Fig. 1: cells by drive strength
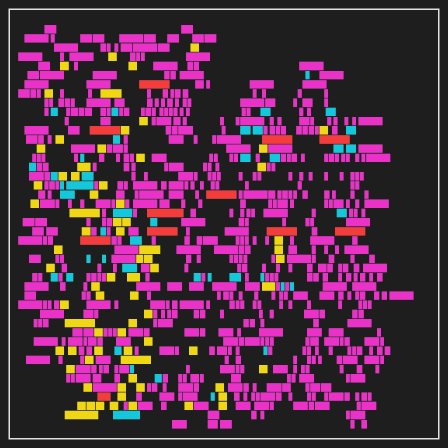
Fig. 2: placement density heat map
13 x 13 tiles, from black (low) to pale yellow (high), 0 to 100% covered.
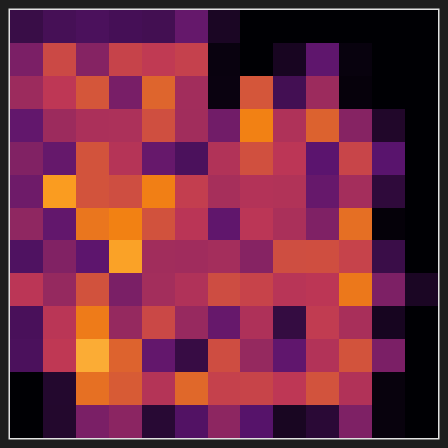
$ cat config.mk
export PLATFORM = sky130hd
export DESIGN_NAME = spec_ctrl_flat
export DESIGN_NICKNAME = d
export VERILOG_FILES = /design/src/rtl/spec_ctrl_if.sv /design/src/rtl/spec_ctrl.sv /design/src/flat_wrapper.sv
export SDC_FILE = /design/constraint.sdc
export NUM_CORES = 1
export LEC_CHECK = 0
export ABC_AREA = 1
export CAP_MARGIN = 5
export CORE_MARGIN = 2
export CORE_UTILIZATION = 30
export CTS_BUF_LIST = sky130_fd_sc_hd__clkbuf_16
export DETAILED_ROUTE_END_ITERATION = 16
export PLACE_DENSITY = 0.43
export SLEW_MARGIN = 30
export SYNTH_ARGS = -nofsm -noshare
export SYNTH_HDL_FRONTEND = slang
export SYNTH_SLANG_ARGS = --single-unit
$ cat constraint.sdc
create_clock -name clk -period 4.1 [get_ports clk]
set_input_delay 0.82 -clock clk [delete_from_list [all_inputs] [get_ports clk]]
set_output_delay 0.82 -clock clk [all_outputs]
set_load 0.05 [all_outputs]
$ cat src/rtl/spec_ctrl_if.sv
// Bus between the branch front end and the speculation-tag controller.
// alloc_req is a level request: it is taken on any edge where the pool is not full and no miss wins that edge.
// The grant appears as a one-cycle newSpecValid pulse in the following cycle. resolve_valid is a single-cycle strobe.
interface spec_ctrl_if #(
    parameter int TAGW = 4
);
    logic            alloc_req;
    logic            resolve_valid;
    logic [TAGW-1:0] resolve_id;
    logic            resolve_miss;
    logic            newSpecValid;
    logic [TAGW-1:0] newSpecId;
    logic            invalid;
    logic [TAGW:0]   missId;
    logic            full;
    logic [TAGW:0]   count;

    modport master (
        output alloc_req, resolve_valid, resolve_id, resolve_miss,
        input  newSpecValid, newSpecId, invalid, missId, full, count
    );

    modport slave (
        input  alloc_req, resolve_valid, resolve_id, resolve_miss,
        output newSpecValid, newSpecId, invalid, missId, full, count
    );
endinterface

$ cat src/rtl/spec_ctrl.sv
// Speculation-tag ring: allocates branch tags in order, retires resolved tags from the head,
// and squashes everything younger than a mispredicted branch.
module spec_ctrl #(
    parameter int TAGW = 4
) (
    input  logic        clk,
    input  logic        rst,
    spec_ctrl_if.slave  bus
);
    localparam int N  = 1 << TAGW;
    localparam int PW = TAGW + 1;

    logic [PW-1:0]   head_q, head_d, tail_q, tail_d;
    logic [N-1:0]    valid_q, valid_d, resolved_q, resolved_d;
    logic            new_spec_valid_q, new_spec_valid_d;
    logic [TAGW-1:0] new_spec_id_q, new_spec_id_d;
    logic            invalid_q, invalid_d;
    logic [PW-1:0]   miss_id_q, miss_id_d;
    logic            full_q, full_d;
    logic [PW-1:0]   count_q, count_d;

    logic [TAGW-1:0] head_idx, tail_idx, miss_off, ent_off;
    logic [PW-1:0]   count_cur, miss_pos;
    logic            hit, do_miss, do_resolve, do_retire, do_alloc;

    always_comb begin
        head_idx   = head_q[TAGW-1:0];
        tail_idx   = tail_q[TAGW-1:0];
        count_cur  = tail_q - head_q;
        hit        = bus.resolve_valid && valid_q[bus.resolve_id];
        do_miss    = hit && bus.resolve_miss;
        do_resolve = hit && !bus.resolve_miss;
        do_retire  = (head_q != tail_q) && resolved_q[head_idx];
        do_alloc   = bus.alloc_req && (count_cur != PW'(N)) && !do_miss;
        // Ring offset from head gives the phase-correct position of the missed tag.
        miss_off   = bus.resolve_id - head_idx;
        miss_pos   = head_q + {1'b0, miss_off};
    end

    always_comb begin
        head_d     = head_q;
        tail_d     = tail_q;
        valid_d    = valid_q;
        resolved_d = resolved_q;
        ent_off    = '0;
        if (do_resolve) resolved_d[bus.resolve_id] = 1'b1;
        if (do_retire) begin
            valid_d[head_idx] = 1'b0;
            // A miss on the head itself collapses the ring onto head; head must not pass tail.
            if (!(do_miss && miss_off == '0)) head_d = head_q + 1'b1;
        end
        if (do_miss) begin
            tail_d = miss_pos;
            for (int i = 0; i < N; i++) begin
                ent_off = TAGW'(i) - head_idx;
                if (ent_off >= miss_off) valid_d[i] = 1'b0;
            end
        end
        if (do_alloc) begin
            valid_d[tail_idx]    = 1'b1;
            resolved_d[tail_idx] = 1'b0;
            tail_d               = tail_q + 1'b1;
        end
    end

    always_comb begin
        count_d          = tail_d - head_d;
        full_d           = (count_d == PW'(N));
        new_spec_valid_d = do_alloc;
        new_spec_id_d    = do_alloc ? tail_idx : new_spec_id_q;
        invalid_d        = do_miss;
        miss_id_d        = do_miss ? miss_pos : miss_id_q;
    end

    always_ff @(posedge clk) begin
        if (!rst) begin
            head_q           <= '0;
            tail_q           <= '0;
            valid_q          <= '0;
            resolved_q       <= '0;
            new_spec_valid_q <= 1'b0;
            new_spec_id_q    <= '0;
            invalid_q        <= 1'b0;
            miss_id_q        <= '0;
            full_q           <= 1'b0;
            count_q          <= '0;
        end else begin
            head_q           <= head_d;
            tail_q           <= tail_d;
            valid_q          <= valid_d;
            resolved_q       <= resolved_d;
            new_spec_valid_q <= new_spec_valid_d;
            new_spec_id_q    <= new_spec_id_d;
            invalid_q        <= invalid_d;
            miss_id_q        <= miss_id_d;
            full_q           <= full_d;
            count_q          <= count_d;
        end
    end

    // Every public output comes straight from a flop.
    assign bus.newSpecValid = new_spec_valid_q;
    assign bus.newSpecId    = new_spec_id_q;
    assign bus.invalid      = invalid_q;
    assign bus.missId       = miss_id_q;
    assign bus.full         = full_q;
    assign bus.count        = count_q;
endmodule
$ cat src/flat_wrapper.sv
// flat-port wrapper written by rule: the top's interface ports become plain ports
module spec_ctrl_flat 
#(
    parameter int TAGW = 4
)
  (clk, rst, bus_alloc_req, bus_resolve_valid, bus_resolve_id, bus_resolve_miss, bus_newSpecValid, bus_newSpecId, bus_invalid, bus_missId, bus_full, bus_count);
  spec_ctrl_if #(.TAGW(TAGW)) bus_i ();
  input  logic clk;
  input  logic rst;
  input wire logic [$bits(bus_i.alloc_req)-1:0] bus_alloc_req;
  input wire logic [$bits(bus_i.resolve_valid)-1:0] bus_resolve_valid;
  input wire logic [$bits(bus_i.resolve_id)-1:0] bus_resolve_id;
  input wire logic [$bits(bus_i.resolve_miss)-1:0] bus_resolve_miss;
  output wire logic [$bits(bus_i.newSpecValid)-1:0] bus_newSpecValid;
  output wire logic [$bits(bus_i.newSpecId)-1:0] bus_newSpecId;
  output wire logic [$bits(bus_i.invalid)-1:0] bus_invalid;
  output wire logic [$bits(bus_i.missId)-1:0] bus_missId;
  output wire logic [$bits(bus_i.full)-1:0] bus_full;
  output wire logic [$bits(bus_i.count)-1:0] bus_count;
  assign bus_i.alloc_req = bus_alloc_req;
  assign bus_i.resolve_valid = bus_resolve_valid;
  assign bus_i.resolve_id = bus_resolve_id;
  assign bus_i.resolve_miss = bus_resolve_miss;
  assign bus_newSpecValid = bus_i.newSpecValid;
  assign bus_newSpecId = bus_i.newSpecId;
  assign bus_invalid = bus_i.invalid;
  assign bus_missId = bus_i.missId;
  assign bus_full = bus_i.full;
  assign bus_count = bus_i.count;
  spec_ctrl #(.TAGW(TAGW)) u_core (.clk(clk), .rst(rst), .bus(bus_i));
endmodule
==> results_slide.txt <==
Key Metrics from the Run

Run status
  • Status: finished, final reports clean

STA
  • Setup Skew: 0.00823 ns
  • F_max: 261 MHz
  • Final min period: 3.82 ns

Clocking
  • Late-Pin Clk Latency: 0.33 ns
  • CTS resizes: 13
  • H-tree Lvls: 3
  • Clock Path Buffers: 2
  • # clock sinks: 59

Placed design
  • Hpwl dp: 11.3 mm
  • PortBufs: 25
  • GPL Wtd Cong: 0.863

Critical path
  • Endpoint class of the critical path: flop
  • FF-to-FF Start: u_core.head_q[1]
  • End of the worst register-to-register path: u_core.bus.full
  • WS Path Type: primary input to flop
  • CP max-delay cell: clkdlybuf4s50_1
  • Crit path DRT: 4.33 ns
  • Delay-heaviest family, CP: buffers and inverters

Floorplanning
  • Die Size: 16100 um^2
  • Fp_density: 30.9%

Routing
  • Pre-Repair DR Iteration Count: 5

Logic synthesis
  • Synth Area per Inst: 6.86 um^2
  • Ys cells: 659
  • Post-synthesis chip area from yosys: 4520 um^2
  • Syn Nets: 731
  • Register share after synthesis: 26.1%

GRT
  • Global Route Usage Sum: 19.4%
  • Global route overflow: 0
  • Largest net degree at the start of global routing: 38

Power
  • Worst vdd ir: 207 uV
  • Seq pwr share: 33.9%
  • Pint: 1.25 mW
  • Switching Share: 31.5%

Flow run
  • MaxCap Viol Count: 0

Final layout
  • N_diodes: 0
  • Final net count: 811
Back to the opening pictures, Fig. 1:
- _6 and larger: red (cells 11; share 1.5%)
- _0 and _1 cells: magenta (cells 617; share 83%)
- _2 cells: cyan (cells 42; share 5.6%)
- _3 and _4 cells: yellow (cells 74; share 9.9%)
Layout area overhead: 26.7%
Final WS setup: 0.276 ns
Finished Cell Area: 5730 um^2
count of plain and timing-repair buffers: 86

Back to the opening pictures, Fig. 2:
- fullest tile: 82%
- tiles over 75% full: 1.8%
- mean over tiles: 34%
- emptiest ninth of the die: top right
- nearly empty tiles: 14%
Core ar.: 14600 um^2
Final Core Density: 39.1%

how the worst max path moves through the flow:
stage	slack [ns]	cells after the start	start	end
4_1_cts	0.13	22	bus_resolve_id[1]	u_core.bus.full
2_1_floorplan	0.04	23	bus_resolve_id[0]	u_core.bus.full
3_5_place_dp	-0.55	23	bus_resolve_id[0]	u_core.bus.full
5_1_grt	0.002	25	bus_resolve_id[0]	u_core.bus.full
3_3_place_gp	-0.47	23	bus_resolve_id[0]	u_core.bus.full
6_report	0.28	20	bus_resolve_id[2]	u_core.bus.count[4]
synthesized netlist by cell type:
master,n
a211oi_1,1
a21o_1,2
a21oi_1,44
a31o_1,5
a31o_2,10
a31oi_1,4
buf_1,1
buf_2,3
buf_4,2
buf_6,5
clkbuf_1,6
dfxtp_1,59
fa_1,4
ha_1,59
inv_1,85
inv_2,11
inv_4,1
nand2_1,150
nand2_2,6
nand2_4,1
nand3_1,50
nand3_2,2
nand3_4,2
nand4_1,2
nand4_2,1
nor2_1,86
nor2_2,5
nor2_4,1
nor3_1,1
nor3_2,1
o211ai_1,1
o21a_1,5
o21ai_0,25
o21ai_1,2
o31ai_1,1
xnor2_1,4
xor2_1,11
sequential cells by signal, summed over array words and instances, names as in the netlist:
register                 flops
u_core.tail_q                5
u_core.resolved_q           16
u_core.bus.full              1
u_core.bus.newSpecValid      1
u_core.bus.newSpecId         4
u_core.bus.invalid           1
u_core.bus.count             5
u_core.valid_q              16
u_core.bus.missId            5
u_core.head_q                5
through the flow:
step | area [um^2] | utilization [%] | TNS [ns] | hold WS, ns
4_1_cts | 5720 | 39.1 | 0 | 0.470
6_report | 5730 | 39.1 | 0 | 0.465
3_3_place_gp | 5320 | 36.3 | -1.16 | 0.451
2_1_floorplan | 4540 | - | 0 | 0.457
5_1_grt | 5730 | 39.1 | 0 | 0.485
3_5_place_dp | 5320 | 36.3 | -1.57 | 0.459
routing by layer:
layer / wire length [um] / up-vias / track usage, %
met2: 7060 / 83 / 33.7
met4: 360 / 0 / 6.53
met3: 564 / 18 / 3.67
li1: - / 2267 / -
met1: 6550 / 2018 / 24.1
met5: 0 / - / 0
final cells by class:
| cell class | count | area (um^2) | share of cell area (%) |
|---|---|---|---|
| repair buffers | 86 | 713 | 12.5 |
| well taps | 184 | 230 | 4.02 |
| multi-input cells | 486 | 2940 | 51.4 |
| clock inverters | 7 | 68.8 | 1.20 |
| inverters | 97 | 367 | 6.40 |
| clock buffers | 9 | 225 | 3.93 |
| flip-flops and latches | 59 | 1180 | 20.6 |
cells by family (layout without fill, tap and decap cells):
kind of cell             Yosys count  count (layout)  share of synthesized area [%]
adder cells (fa/ha/maj)           63              63                           18.1
buffers and inverters            114             199                           10.6
AND/OR/NAND/NOR                  308             308                           29.3
flip-flops                        59              59                           26.1
XOR/XNOR                          15              15                           2.91
AND-OR/OR-AND                    100             100                           13.0
power groups by stage:
| stage | clock (mW) | sequential [mW] | combinational (mW) |
|---|---|---|---|
| floorplan | 0 | 0.682 | 0.225 |
| global placement | 0 | 0.630 | 0.438 |
| detailed placement | 0 | 0.630 | 0.440 |
| CTS | 0.763 | 0.618 | 0.461 |
| global route | 0.788 | 0.621 | 0.515 |
| finish | 0.743 | 0.618 | 0.459 |
Power is estimated from default activity; no workload was simulated.
